$ cat src/rtl/cpu_isa_pkg.sv
// Shared ISA definitions for the decode, issue and ALU stages: default field widths,
// field offsets, the decoded-field record and the decode buffer occupancy encoding.
package cpu_isa_pkg;

  localparam int OPCODE_W_DEF    = 4;
  localparam int REG_W_DEF       = 4;
  localparam int IMM_W_DEF       = 4;
  localparam int DATA_W_DEF      = 16;
  localparam int NUM_OPCODES_DEF = 12;

  // Bit offsets of each field inside an instruction of default geometry
  localparam int IMM_LSB_DEF    = 0;
  localparam int REG_B_LSB_DEF  = IMM_W_DEF;
  localparam int REG_A_LSB_DEF  = IMM_W_DEF + REG_W_DEF;
  localparam int OPCODE_LSB_DEF = IMM_W_DEF + 2 * REG_W_DEF;
  localparam int INSTR_W_DEF    = OPCODE_W_DEF + 2 * REG_W_DEF + IMM_W_DEF;

  typedef struct packed {
    logic [OPCODE_W_DEF-1:0] opcode;
    logic [REG_W_DEF-1:0]    reg_a;
    logic [REG_W_DEF-1:0]    reg_b;
    logic [DATA_W_DEF-1:0]   imm_ext;
    logic                    illegal;
  } instr_fields_t;

  typedef enum logic [1:0] {
    OCC_EMPTY = 2'd0,
    OCC_ONE   = 2'd1,
    OCC_TWO   = 2'd2
  } occ_t;

endpackage

$ cat src/rtl/instruction_decode_stage_if.sv
// Fetch-to-decode and decode-to-issue handshake bundle. The master drives words in and
// accepts decoded fields; the slave is the decode stage.
interface instruction_decode_stage_if
  import cpu_isa_pkg::*;
#(
  parameter int OPCODE_W = OPCODE_W_DEF,
  parameter int REG_W    = REG_W_DEF,
  parameter int IMM_W    = IMM_W_DEF,
  parameter int DATA_W   = DATA_W_DEF
);
  localparam int INSTR_W = OPCODE_W + 2 * REG_W + IMM_W;

  logic               in_valid;
  logic               in_ready;
  logic [INSTR_W-1:0] instruction;
  logic               out_valid;
  logic               out_ready;
  logic [OPCODE_W-1:0] opcode;
  logic [REG_W-1:0]   reg_a;
  logic [REG_W-1:0]   reg_b;
  logic [DATA_W-1:0]  imm_ext;
  logic               illegal;

  modport master (
    output in_valid, instruction, out_ready,
    input  in_ready, out_valid, opcode, reg_a, reg_b, imm_ext, illegal
  );

  modport slave (
    input  in_valid, instruction, out_ready,
    output in_ready, out_valid, opcode, reg_a, reg_b, imm_ext, illegal
  );

endinterface

$ cat src/rtl/decode_skid_buffer.sv
// Generic 2-entry valid/ready skid register: main entry drives the outputs, the skid
// entry absorbs one word when the consumer stalls. in_ready is a pure register.
module decode_skid_buffer
  import cpu_isa_pkg::*;
#(
  parameter int W = 8
) (
  input  logic         clk,
  input  logic         reset_n,
  input  logic         flush,
  input  logic         in_valid,
  output logic         in_ready,
  input  logic [W-1:0] in_data,
  output logic         out_valid,
  input  logic         out_ready,
  output logic [W-1:0] out_data
);

  occ_t         occ_q, occ_d;
  logic         ready_q;
  logic [W-1:0] main_q;
  logic [W-1:0] skid_q;
  logic         accept, issue;
  logic         load_main_in, load_main_skid, load_skid;

  assign accept    = in_valid & ready_q & ~flush;
  assign issue     = (occ_q != OCC_EMPTY) & out_ready;
  assign out_valid = (occ_q != OCC_EMPTY);
  assign in_ready  = ready_q;
  assign out_data  = main_q;

  always_comb begin
    occ_d          = occ_q;
    load_main_in   = 1'b0;
    load_main_skid = 1'b0;
    load_skid      = 1'b0;
    if (flush) begin
      occ_d = OCC_EMPTY;
    end else begin
      unique case (occ_q)
        OCC_EMPTY: begin
          if (accept) begin
            load_main_in = 1'b1;
            occ_d        = OCC_ONE;
          end
        end
        OCC_ONE: begin
          if (accept && issue) begin
            load_main_in = 1'b1;
          end else if (accept) begin
            load_skid = 1'b1;
            occ_d     = OCC_TWO;
          end else if (issue) begin
            occ_d = OCC_EMPTY;
          end
        end
        OCC_TWO: begin
          // in_ready is low in this state, so only a drain can happen
          if (issue) begin
            load_main_skid = 1'b1;
            occ_d          = OCC_ONE;
          end
        end
        default: occ_d = OCC_EMPTY;
      endcase
    end
  end

  always_ff @(posedge clk or negedge reset_n) begin
    if (!reset_n) begin
      occ_q   <= OCC_EMPTY;
      ready_q <= 1'b0;
    end else begin
      occ_q   <= occ_d;
      ready_q <= (occ_d != OCC_TWO);
    end
  end

  // Stage 1: main entry, reset so the outputs read zero out of reset
  always_ff @(posedge clk or negedge reset_n) begin
    if (!reset_n) begin
      main_q <= '0;
    end else if (load_main_in) begin
      main_q <= in_data;
    end else if (load_main_skid) begin
      main_q <= skid_q;
    end
  end

  always_ff @(posedge clk) begin
    if (load_skid) begin
      skid_q <= in_data;
    end
  end

  a_occ_legal: assert property (@(posedge clk) disable iff (!reset_n)
    occ_q inside {OCC_EMPTY, OCC_ONE, OCC_TWO});

endmodule

$ cat src/rtl/instruction_decode_stage.sv
// Registered decode stage: splits the instruction into fields, extends the immediate and
// flags illegal opcodes at accept, then buffers the decoded record in a 2-entry skid.
module instruction_decode_stage
  import cpu_isa_pkg::*;
#(
  parameter int OPCODE_W    = OPCODE_W_DEF,
  parameter int REG_W       = REG_W_DEF,
  parameter int IMM_W       = IMM_W_DEF,
  parameter int DATA_W      = DATA_W_DEF,
  parameter int IMM_SIGNED  = 1,
  parameter int NUM_OPCODES = NUM_OPCODES_DEF,
  parameter int COUNT_W     = 16
) (
  input  logic                       clk,
  input  logic                       reset_n,
  input  logic                       flush,
  instruction_decode_stage_if.slave  bus,
  output logic [COUNT_W-1:0]         decode_count
);

  localparam int IMM_LSB    = 0;
  localparam int REG_B_LSB  = IMM_W;
  localparam int REG_A_LSB  = IMM_W + REG_W;
  localparam int OPCODE_LSB = IMM_W + 2 * REG_W;
  localparam int PAY_W      = OPCODE_W + 2 * REG_W + DATA_W + 1;

  if (DATA_W < IMM_W) begin : g_bad_data_w
    $error("instruction_decode_stage: DATA_W must be >= IMM_W");
  end
  if (NUM_OPCODES < 1 || NUM_OPCODES > (2 ** OPCODE_W)) begin : g_bad_num_opcodes
    $error("instruction_decode_stage: NUM_OPCODES must be in 1..2**OPCODE_W");
  end

  function automatic logic [DATA_W-1:0] extend_imm(input logic [IMM_W-1:0] imm);
    logic [DATA_W-1:0] r;
    r = {DATA_W{(IMM_SIGNED != 0) ? imm[IMM_W-1] : 1'b0}};
    r[IMM_W-1:0] = imm;
    return r;
  endfunction

  logic [OPCODE_W-1:0] opcode_p0;
  logic [REG_W-1:0]    reg_a_p0;
  logic [REG_W-1:0]    reg_b_p0;
  logic [DATA_W-1:0]   imm_ext_p0;
  logic                illegal_p0;
  logic [PAY_W-1:0]    pay_p0;
  logic [PAY_W-1:0]    pay_p1;
  logic                vld_p1;
  logic [COUNT_W-1:0]  count_q;

  // Stage 0: combinational field split ahead of the buffer
  assign opcode_p0  = bus.instruction[OPCODE_LSB +: OPCODE_W];
  assign reg_a_p0   = bus.instruction[REG_A_LSB +: REG_W];
  assign reg_b_p0   = bus.instruction[REG_B_LSB +: REG_W];
  assign imm_ext_p0 = extend_imm(bus.instruction[IMM_LSB +: IMM_W]);
  assign illegal_p0 = (32'(opcode_p0) >= 32'(NUM_OPCODES));
  assign pay_p0     = {opcode_p0, reg_a_p0, reg_b_p0, imm_ext_p0, illegal_p0};

  decode_skid_buffer #(
    .W(PAY_W)
  ) u_skid (
    .clk       (clk),
    .reset_n   (reset_n),
    .flush     (flush),
    .in_valid  (bus.in_valid),
    .in_ready  (bus.in_ready),
    .in_data   (pay_p0),
    .out_valid (vld_p1),
    .out_ready (bus.out_ready),
    .out_data  (pay_p1)
  );

  // Stage 1: registered decoded record drives the issue side
  assign bus.out_valid = vld_p1;
  assign {bus.opcode, bus.reg_a, bus.reg_b, bus.imm_ext, bus.illegal} = pay_p1;

  always_ff @(posedge clk or negedge reset_n) begin
    if (!reset_n) begin
      count_q <= '0;
    end else if (vld_p1 && bus.out_ready) begin
      count_q <= count_q + COUNT_W'(1);
    end
  end

  assign decode_count = count_q;

endmodule

$ cat src/flat_wrapper.sv
// flat-port wrapper written by rule: the top's interface ports become plain ports
module instruction_decode_stage_flat import cpu_isa_pkg::*;
#(
  parameter int OPCODE_W    = OPCODE_W_DEF,
  parameter int REG_W       = REG_W_DEF,
  parameter int IMM_W       = IMM_W_DEF,
  parameter int DATA_W      = DATA_W_DEF,
  parameter int IMM_SIGNED  = 1,
  parameter int NUM_OPCODES = NUM_OPCODES_DEF,
  parameter int COUNT_W     = 16
)
  (clk, reset_n, flush, decode_count, bus_in_valid, bus_instruction, bus_out_ready, bus_in_ready, bus_out_valid, bus_opcode, bus_reg_a, bus_reg_b, bus_imm_ext, bus_illegal);
  instruction_decode_stage_if #(.OPCODE_W(OPCODE_W), .REG_W(REG_W), .IMM_W(IMM_W), .DATA_W(DATA_W)) bus_i ();
  input  logic clk;
  input  logic reset_n;
  input  logic flush;
  output logic [COUNT_W-1:0] decode_count;
  input wire logic [$bits(bus_i.in_valid)-1:0] bus_in_valid;
  input wire logic [$bits(bus_i.instruction)-1:0] bus_instruction;
  input wire logic [$bits(bus_i.out_ready)-1:0] bus_out_ready;
  output wire logic [$bits(bus_i.in_ready)-1:0] bus_in_ready;
  output wire logic [$bits(bus_i.out_valid)-1:0] bus_out_valid;
  output wire logic [$bits(bus_i.opcode)-1:0] bus_opcode;
  output wire logic [$bits(bus_i.reg_a)-1:0] bus_reg_a;
  output wire logic [$bits(bus_i.reg_b)-1:0] bus_reg_b;
  output wire logic [$bits(bus_i.imm_ext)-1:0] bus_imm_ext;
  output wire logic [$bits(bus_i.illegal)-1:0] bus_illegal;
  assign bus_i.in_valid = bus_in_valid;
  assign bus_i.instruction = bus_instruction;
  assign bus_i.out_ready = bus_out_ready;
  assign bus_in_ready = bus_i.in_ready;
  assign bus_out_valid = bus_i.out_valid;
  assign bus_opcode = bus_i.opcode;
  assign bus_reg_a = bus_i.reg_a;
  assign bus_reg_b = bus_i.reg_b;
  assign bus_imm_ext = bus_i.imm_ext;
  assign bus_illegal = bus_i.illegal;
  instruction_decode_stage #(.OPCODE_W(OPCODE_W), .REG_W(REG_W), .IMM_W(IMM_W), .DATA_W(DATA_W), .IMM_SIGNED(IMM_SIGNED), .NUM_OPCODES(NUM_OPCODES), .COUNT_W(COUNT_W)) u_core (.clk(clk), .reset_n(reset_n), .flush(flush), .bus(bus_i), .decode_count(decode_count));
endmodule
$ cat config.mk
export PLATFORM = sky130hd
export DESIGN_NAME = instruction_decode_stage_flat
export DESIGN_NICKNAME = d
export VERILOG_FILES = /design/src/rtl/cpu_isa_pkg.sv /design/src/rtl/instruction_decode_stage_if.sv /design/src/rtl/decode_skid_buffer.sv /design/src/rtl/instruction_decode_stage.sv /design/src/flat_wrapper.sv
export SDC_FILE = /design/constraint.sdc
export NUM_CORES = 1
export LEC_CHECK = 0
export CORE_UTILIZATION = 35
export CTS_BUF_LIST = sky130_fd_sc_hd__clkbuf_4 sky130_fd_sc_hd__clkbuf_8
export DETAILED_ROUTE_END_ITERATION = 8
export PLACE_DENSITY = 0.74
export SLEW_MARGIN = 40
export SYNTH_ARGS = -nofsm -noshare
export SYNTH_HDL_FRONTEND = slang
export SYNTH_SLANG_ARGS = --single-unit
$ cat constraint.sdc
create_clock -name clk -period 1.4 [get_ports clk]
set_input_delay 0.21 -clock clk [delete_from_list [all_inputs] [get_ports clk]]
set_output_delay 0.21 -clock clk [all_outputs]
set_load 0.01 [all_outputs]
==> GITHUB_STEP_SUMMARY, run 1 <==
## Synthesis and layout report

| Metric | Value |
|---|---|
| Final setup violation count | `19` |
| Worst setup skew after layout | `~0.010 ns` |
| Proportion of power drawn by combinational gates | `0.303` |
| Number of library cell types mapped by synthesis | `33` |
| Power Sequential | `between 1500 and 2000 uW` |
| Combinational cell power | `1190 uW` |
| Maximum level of the CTS H-tree | `2` |
| Portion of the post-synthesis area used by sequential elements | `0.609` |
| TritonCTS sink count | `53` |
| Synth Flop Type | `sky130_fd_sc_hd__dfrtp_1` |
| Die height | `around 83 um` |
| CTS resizes | `66` |
| Crit-path max cell delay | `approximately 0.42 ns` |
| Post-synthesis share of cell area spent on and-or and or-and gates | `0.0562` |
| Crit path kind | `flip-flop to flip-flop` |
| Area of the placeable core | `6390 sq um` |
| Vias in the first global route | `1686` |
| Tightest slew margin relative to the limit | `0.690` |
| Synth area leader | `sky130_fd_sc_hd__dfrtp_1` |
| Synth Area in Simple Gates | `0.127` |
| Total of hold buffers inserted after clock tree synthesis | `1` |
| Fraction of the core area covered by cells at the end of the flow | `0.546` |
| Last weighted congestion value of the routability-driven placer | `0.750` |
| Outcome | `finished with violations` |
| Crit end category | `flip-flop` |
| Critical path depth in cells | `5` |
| Peak supply drop | `0.666 mV` |
| Number of antenna violations at the first check in global routing | `0` |
| Number of buffers inserted by post-CTS setup repair | `15` |
| Capture point of the critical path | `u_core.u_skid.skid_q[25]` |
| Crit-path slowest cell | `sky130_fd_sc_hd__dfrtp_2` |
| Achievable frequency | `between 600 and 700 MHz` |
| First-pass GRT wire length | `8.02 mm` |
| Adder and majority gate portion of the synthesized area | `0.00540` |
| Static Leakage | `0.00152 uW` |
| Nets in the synthesized netlist | `210` |
| Tightest Pin Transition | `around 0.47 ns` |
| Met1 wire length | `2.05 mm` |
| Synth mux share | `0.0778` |
| Slack of the worst reg-to-reg path | `-0.05 ns` |
| Crit path max fanout | `17` |
| DRC | `0` |
| Share of the clock period used by the worst path after layout | `1.04` |
| Cell count listed in synth_stat.txt | `188` |
| Number of inserted diodes | `0` |
| Final instance area | `3490 sq um` |
| Main logic family | `simple AND/OR/NAND/NOR gates` |
| Top cell types by occurrence after synthesis | `sky130_fd_sc_hd__dfrtp_1 (36), sky130_fd_sc_hd__nor2_1 (23), sky130_fd_sc_hd__mux2i_1 (18)` |
| Most numerous logic cells after layout | `sky130_fd_sc_hd__dlygate4sd2_1 (35), sky130_fd_sc_hd__dfrtp_1 (34), sky130_fd_sc_hd__buf_4 (28)` |
| HPWL after detailed placement | `3.11 mm` |
| Post-synth area hogs | `sky130_fd_sc_hd__dfrtp_1 (39%), sky130_fd_sc_hd__edfxtp_1 (22%), sky130_fd_sc_hd__mux2i_1 (7.8%), sky130_fd_sc_hd__buf_4 (3.9%), sky130_fd_sc_hd__nor2_1 (3.7%)` |
| Worst min-delay path category | `input port to asynchronous set/reset pin` |
| Initial DRC count | `45` |
| Total of warnings raised by yosys | `0` |
| Clock edge transition at the registers on the reported setup and hold paths | `~0.10 ns` |
| Clock tree root driver cell | `sky130_fd_sc_hd__clkbuf_8` |
| Post-placement cell count | `around 330` |
| Standard-cell rows | `29` |
| Final slew viol count | `0` |
| Worst Slack Setup Final | `-0.0518 ns` |
| Clock network power | `866 uW` |
| Dpl ws | `-0.293 ns` |
| Synth Instances | `~190` |
| Failing checks | `setup timing` |
| Setup repair after global routing missed its margin | `yes` |
| Data arrival time at the worst-slack endpoint | `1.47 ns` |
| Cell class contributing the biggest share of worst-path delay | `flip-flops` |
| Final Hold Vio Count | `0` |
| Post-synth tally of flip-flops with integrated enable | `17` |
| Most used logic cell in the final layout | `sky130_fd_sc_hd__dlygate4sd2_1` |
| Power per unit of standard cell area | `1120 nW/um^2` |
| TritonCTS buffer count | `5` |
| Part of the total power dissipated in sequential elements | `0.475` |
| GR Util All Layers | `0.145` |
| Worst-path cell chain | `buf_6 > and4bb_4 > nand2_2 > clkinvlp_4 > buf_12` |
| Post-detailed-route wirelength per cell | `13.5 um` |
| Floorplan die area | `6950 sq um` |
| Clock network latency to the later pin of the worst-skew pair | `0.30 ns` |
| Number of nets with antenna violations after routing | `0` |
| Clock buffer depth | `2` |
==> run 1: layout make-up <==
type                            instances  area (sq um)  area share
Inverter                                4          18.8     0.00538
Clock buffer                            6          76.3      0.0219
Multi-Input combinational cell        113           883       0.253
Tap cell                               77          96.3      0.0276
Clock inverter                          2          13.8     0.00395
Sequential cell                        53          1410       0.405
Timing Repair Buffer                  106           986       0.283
==> run 1: worst reg2reg max path, cell delays in order (launching register included) <==
cell	delay (ns)
sky130_fd_sc_hd__dfrtp_2	0.42
sky130_fd_sc_hd__buf_6	0.13
sky130_fd_sc_hd__and4bb_4	0.30
sky130_fd_sc_hd__nand2_2	0.07
sky130_fd_sc_hd__clkinvlp_4	0.08
sky130_fd_sc_hd__buf_12	0.15
**Run 1: metal 1**

Scale: 4 px per um. Supply wires on this layer in grey.
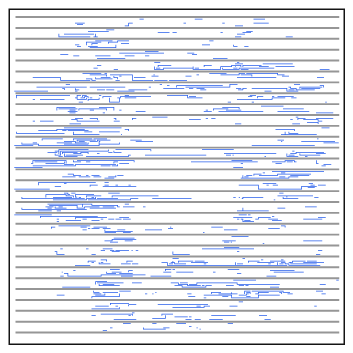
The layer holds 42% of the routed length. 262 nets have wire on it.
met1 usage in global routing: 0.171
Via Count: 1711

**Run 1: M2 wires**

Scale: 3 px per um. Cells faint in the background.
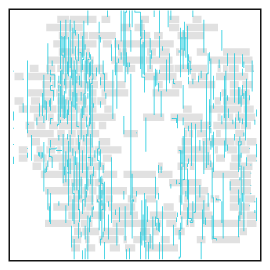
The wires run mostly vertical. The layer carries 2530 um of wire.
total detailed-routing wirelength: 4.88 mm
met2 track utilization from global routing: 0.261

**Run 1: signal wires on met3**

Scale: 4 px per um.
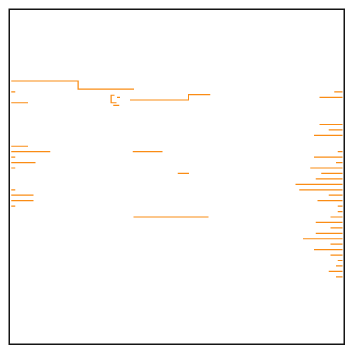
44 nets have wire on it. The layer carries 254 um of wire. The wires run mostly horizontal.
met3 layer usage reported by global route: 0.0378

**Run 1: placement view**

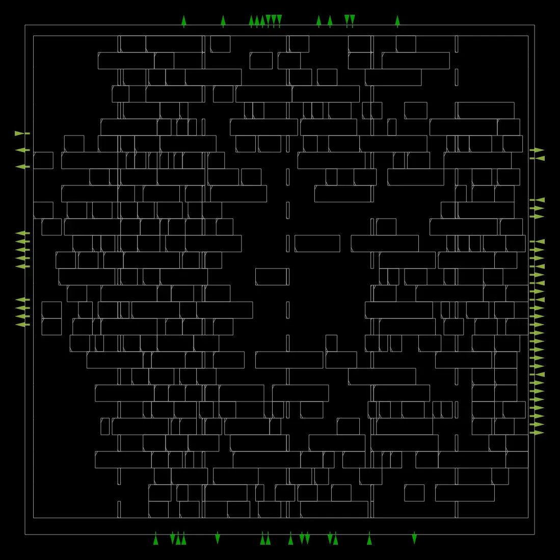

--- run 2 (diff from run 1) ---
--- a/config.mk
+++ b/config.mk
@@ -5,10 +5,11 @@
 export SDC_FILE = /design/constraint.sdc
 export NUM_CORES = 1
 export LEC_CHECK = 0
+export ABC_AREA = 1
 export CORE_UTILIZATION = 35
 export CTS_BUF_LIST = sky130_fd_sc_hd__clkbuf_4 sky130_fd_sc_hd__clkbuf_8
 export DETAILED_ROUTE_END_ITERATION = 8
-export PLACE_DENSITY = 0.74
+export PLACE_DENSITY = 0.73
 export SLEW_MARGIN = 40
 export SYNTH_ARGS = -nofsm -noshare
 export SYNTH_HDL_FRONTEND = slang
**Run 2: placement view**

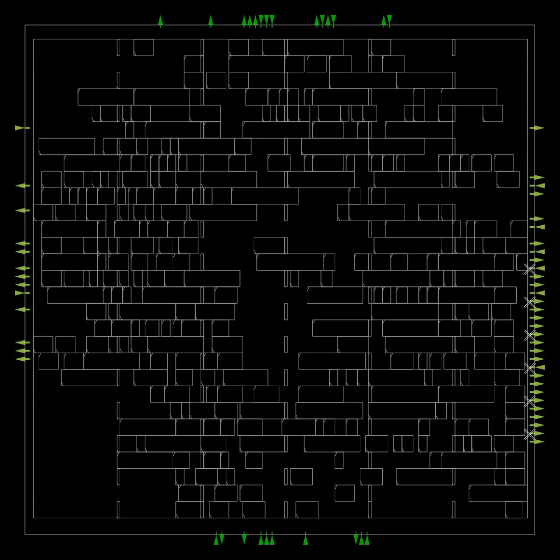
filler cell count: 578
fraction of the core area covered by cells at the end of the flow: 0.544
area of the placeable core: 6420 sq um
count of flip-flops and latches: 53
Finished Layout Cells: 399

**Run 2: signal wires on met3**

Scale: 4 px per um.
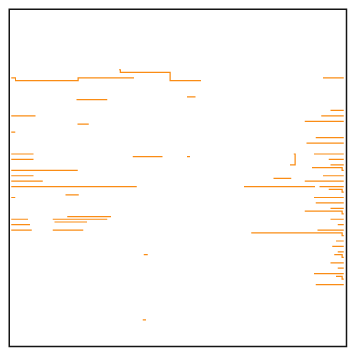
55 nets have wire on it. The layer holds 7.4% of the routed length. The longest straight run is 31.1 um.
met3 layer usage reported by global route: 0.0445
total detailed-routing wirelength: 5.51 mm

**Run 2: I/O pins on the die edge**

Scale: 4 px per um. Pins as bars across the die edge, other pins in grey.
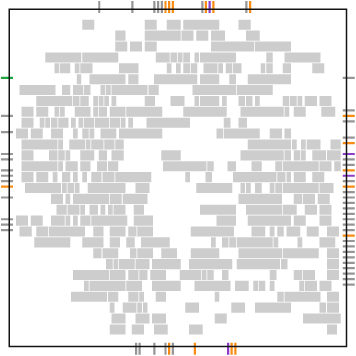
Key: bus_instruction = orange [pins 16, direction input, edge 6 top, 5 right, 4 bottom, 1 left]; clk = green [pins 1, direction input, edge left]; bus_reg_b = purple [pins 4, direction output, edge 2 right, 1 bottom, 1 top]
All pins by edge: 31 right, 14 top, 13 left, 10 bottom.
Die Span X: 83.9 um
quantity of I/O buffers inserted on ports: 67
die height: 83.9 um

==> run 2 against run 1 <==
Compared with the run above:
- the flow finishes with violations (DRC)
- maximum frequency is 5.7% higher
- final cell count grew 11%
- synthesized cell count is 23% higher
- routed wire length is 13% higher
- worst hold slack better by 0.092 ns
- worst setup slack improved by 0.078 ns
- utilization shrank 0.23 points
- total power is 0.90% lower
- synthesized area increased by 1.4%
- combinational power shrank 19%
- clock power increased by 24%
- die area grew 1.4%
- largest power group unchanged
- highest routed layer unchanged
==> GITHUB_STEP_SUMMARY, run 2 <==
## Synthesis and layout report

| Metric | Value |
|---|---|
| Outcome | `finished with violations` |
| Failing checks | `DRC` |
| Post-synth area hogs | `sky130_fd_sc_hd__dfrtp_1 (38%), sky130_fd_sc_hd__edfxtp_1 (22%), sky130_fd_sc_hd__nand2_1 (9.7%), sky130_fd_sc_hd__nand3_1 (8.7%), sky130_fd_sc_hd__buf_4 (4.2%)` |
| Signal buffers share of area | `0.266` |
| Peak supply drop | `roughly 0.76 mV` |
| Standard-cell rows | `29` |
| NumNets Final | `~340` |
| Initial DRC count | `108` |
| Crit end category | `flip-flop` |
| Critical path launch point type | `flip-flop` |
| Max-capacitance violation count | `0` |
| Yosys xor share | `0.0373` |
| Vias in the first global route | `1922` |
| Final sum of negative setup slack | `0 ns` |
| Main logic family | `simple AND/OR/NAND/NOR gates` |
| Slack of the worst reg-to-reg path | `0.03 ns` |
| HPWL after detailed placement | `3.49 mm` |
| Worst setup skew after layout | `just under 0.006 ns` |
| Critical path depth in cells | `5` |
| Floorplan die area | `just over 7000 sq um` |
| Cell-internal power | `around 2800 uW` |
| Multi-input gate share of total cell area | `0.250` |
| Synth top cell by count | `sky130_fd_sc_hd__nand2_1` |
| Clock buffer depth | `2` |
| Placement-stage cell area | `about 3100 sq um` |
| Achievable frequency | `between 700 and 800 MHz` |
| Number of inserted diodes | `0` |
| Total of warnings raised by yosys | `0` |
| Tightest slew margin relative to the limit | `0.665` |
| Required time of the critical path | `1.43 ns` |
| Final setup violation count | `0` |
| Clock buffer instance count of the final layout | `6` |
| Nets in the synthesized netlist | `~250` |
| First-pass GRT wire length | `a little under 9 mm` |
| Power per unit of standard cell area | `between 1000 and 1500 nW/um^2` |
| Top cell class by occupied area | `registers` |
| Synth mux share | `0` |
| Total grt overflow | `0` |
| Number of antenna violations at the first check in global routing | `0` |
| Capture point of the critical path | `u_core.u_skid.skid_q[16]` |
| Synth area leader | `sky130_fd_sc_hd__dfrtp_1` |
| Data arrival time at the worst-slack endpoint | `1.40 ns` |
| Net switching power | `1060 uW` |
| Clock network latency to the later pin of the worst-skew pair | `~0.3 ns` |
| Power share of the clock group | `0.274` |
| TritonCTS buffer count | `5` |
| Via density | `4.86` |
| Number of nets with antenna violations after routing | `0` |
| Synth Flop Type | `sky130_fd_sc_hd__dfrtp_1` |
| Portion of the post-synthesis area used by sequential elements | `0.601` |
| Synth Area in Simple Gates | `0.268` |
| Crit path kind | `flip-flop to flip-flop` |
| Dpl ws | `-0.222 ns` |
| Cell area after synthesis | `around 2300 sq um` |
| Worst-path cell chain | `buf_6 > inv_6 > nand3_4 > nor2_4 > clkbuf_16` |
| Number of multi-input combinational cells | `147` |
| Initial Utilization | `0.366` |
| Worst Slack Setup Final | `roughly 0.026 ns` |
| Synth Instances | `approximately 230` |
| Via Count | `1939` |
| Crit path max fanout | `8` |
| Reg-to-reg startpoint | `u_core.u_skid.occ_q[1]` |
| Share of the clock period used by the worst path after layout | `0.981` |
| Largest net degree at the start of global routing | `37` |
| Post-synthesis to final-layout area growth | `48.7%` |
| Last weighted congestion value of the routability-driven placer | `just under 0.8` |
| Power Sequential | `1850 uW` |
| Clock network power | `1070 uW` |
| Final slew viol count | `0` |
| Top cell types by occurrence after synthesis | `sky130_fd_sc_hd__nand2_1 (61), sky130_fd_sc_hd__nand3_1 (41), sky130_fd_sc_hd__dfrtp_1 (36)` |
| Length of the first detailed-routing pass in iterations | `6` |
| Average instance area after synthesis | `roughly 10 sq um` |
| Worst setup startpoint | `u_core.u_skid.occ_q[1]` |
| Comb area | `873 sq um` |
| Static Leakage | `0.00168 uW` |
| Signal buffers | `99` |
| Total power after layout | `3880 uW` |
| Adder and majority gate portion of the synthesized area | `0.00532` |
| Part of the total power dissipated in sequential elements | `0.477` |
| Post-synthesis share of cell area spent on and-or and or-and gates | `0.0133` |
| Reg area | `between 1000 and 1500 sq um` |
| Crit-path max cell delay | `0.43 ns` |
| Critical register-to-register path endpoint | `u_core.u_skid.skid_q[16]` |
| Proportion of cell area spent on the clock network | `0.0344` |
| Crit-path slowest cell | `sky130_fd_sc_hd__dfrtp_1` |
| Proportion of power drawn by combinational gates | `0.249` |
| Number of library cell types mapped by synthesis | `26` |
| Worst-case reg-to-reg path depth | `5` |
| # IOs | `between 60 and 70` |
| Share of the final layout cell area in sequential cells | `0.405` |
| Setup repair after global routing missed its margin | `yes` |
| Highest-power group | `sequential cells` |
| Fraction of post-synthesis cell area in the top cell type by area | `0.383` |
| TritonCTS sink count | `53` |
| Non-CTS inverters | `15` |
| Final instance area | `3490 sq um` |
| Flip-flop and latch count after synthesis | `53` |
| Worst min-delay path category | `input port to asynchronous set/reset pin` |
| Clock edge transition at the registers on the reported setup and hold paths | `0.09 ns` |
| Post-synth tally of flip-flops with integrated enable | `17` |
| Post-layout minimum cycle time | `1.37 ns` |
| Maximum level of the CTS H-tree | `2` |
| Cell count listed in synth_stat.txt | `231` |
| Tightest Pin Transition | `0.503 ns` |
| Combinational cell power | `between 900 and 1000 uW` |
| Final Hold Vio Count | `0` |
| Post-detailed-route wirelength per cell | `13.8 um` |
| Count of inserted tapcells | `just under 80` |
| Most numerous logic cells after layout | `sky130_fd_sc_hd__nand2_1 (50), sky130_fd_sc_hd__dlygate4sd2_1 (45), sky130_fd_sc_hd__nand3_1 (35)` |
| Switching Fraction | `0.274` |
| Clock tree root driver cell | `sky130_fd_sc_hd__clkbuf_8` |
| Count of tool warnings | `28` |
| Summed standard-cell area reported by yosys | `between 2000 and 2500 sq um` |
| Cell class contributing the biggest share of worst-path delay | `flip-flops` |
| Sum of buffers and inverters on the critical path | `3` |
| GR Util All Layers | `0.159` |
| Min Hold Slack | `0.485 ns` |
| DRC | `12` |
| Synth async-reset ratio | `0.679` |
| Most used logic cell in the final layout | `sky130_fd_sc_hd__nand2_1` |
| Post-placement cell count | `371` |
| Fraction of layout cells with a size suffix above 1 | `0.252` |
| CTS tree | `done` |
-- run 2: layer usage --
layer,part of all wire,vias to the layer above,GRT usage
met3,0.074,8,0.0445
met4,0.013,0,0.0423
met1,0.41,929,0.186
li1,-,931,-
met2,0.50,71,0.285
met5,0,-,0
-- run 2: what timing repair did --
action                                  CTS  global route
endpoints found under the setup margin   47            46
hold buffers                              1             0
hold endpoints to repair                 36             0
cloned                                    0             1
resized                                  57            34
buffers inserted                         14             5
pin swaps                                 0             6
-- run 2: kinds of logic (layout without fill, tap and decap cells) --
| group | Yosys count | count (layout) |
|---|---|---|
| AND-OR/OR-AND | 5 | 5 |
| XOR/XNOR | 10 | 10 |
| adder cells (fa/ha/maj) | 1 | 1 |
| buffers and inverters | 31 | 122 |
| flip-flops | 53 | 53 |
| AND/OR/NAND/NOR | 131 | 131 |
Power and IR drop assume default switching activity.
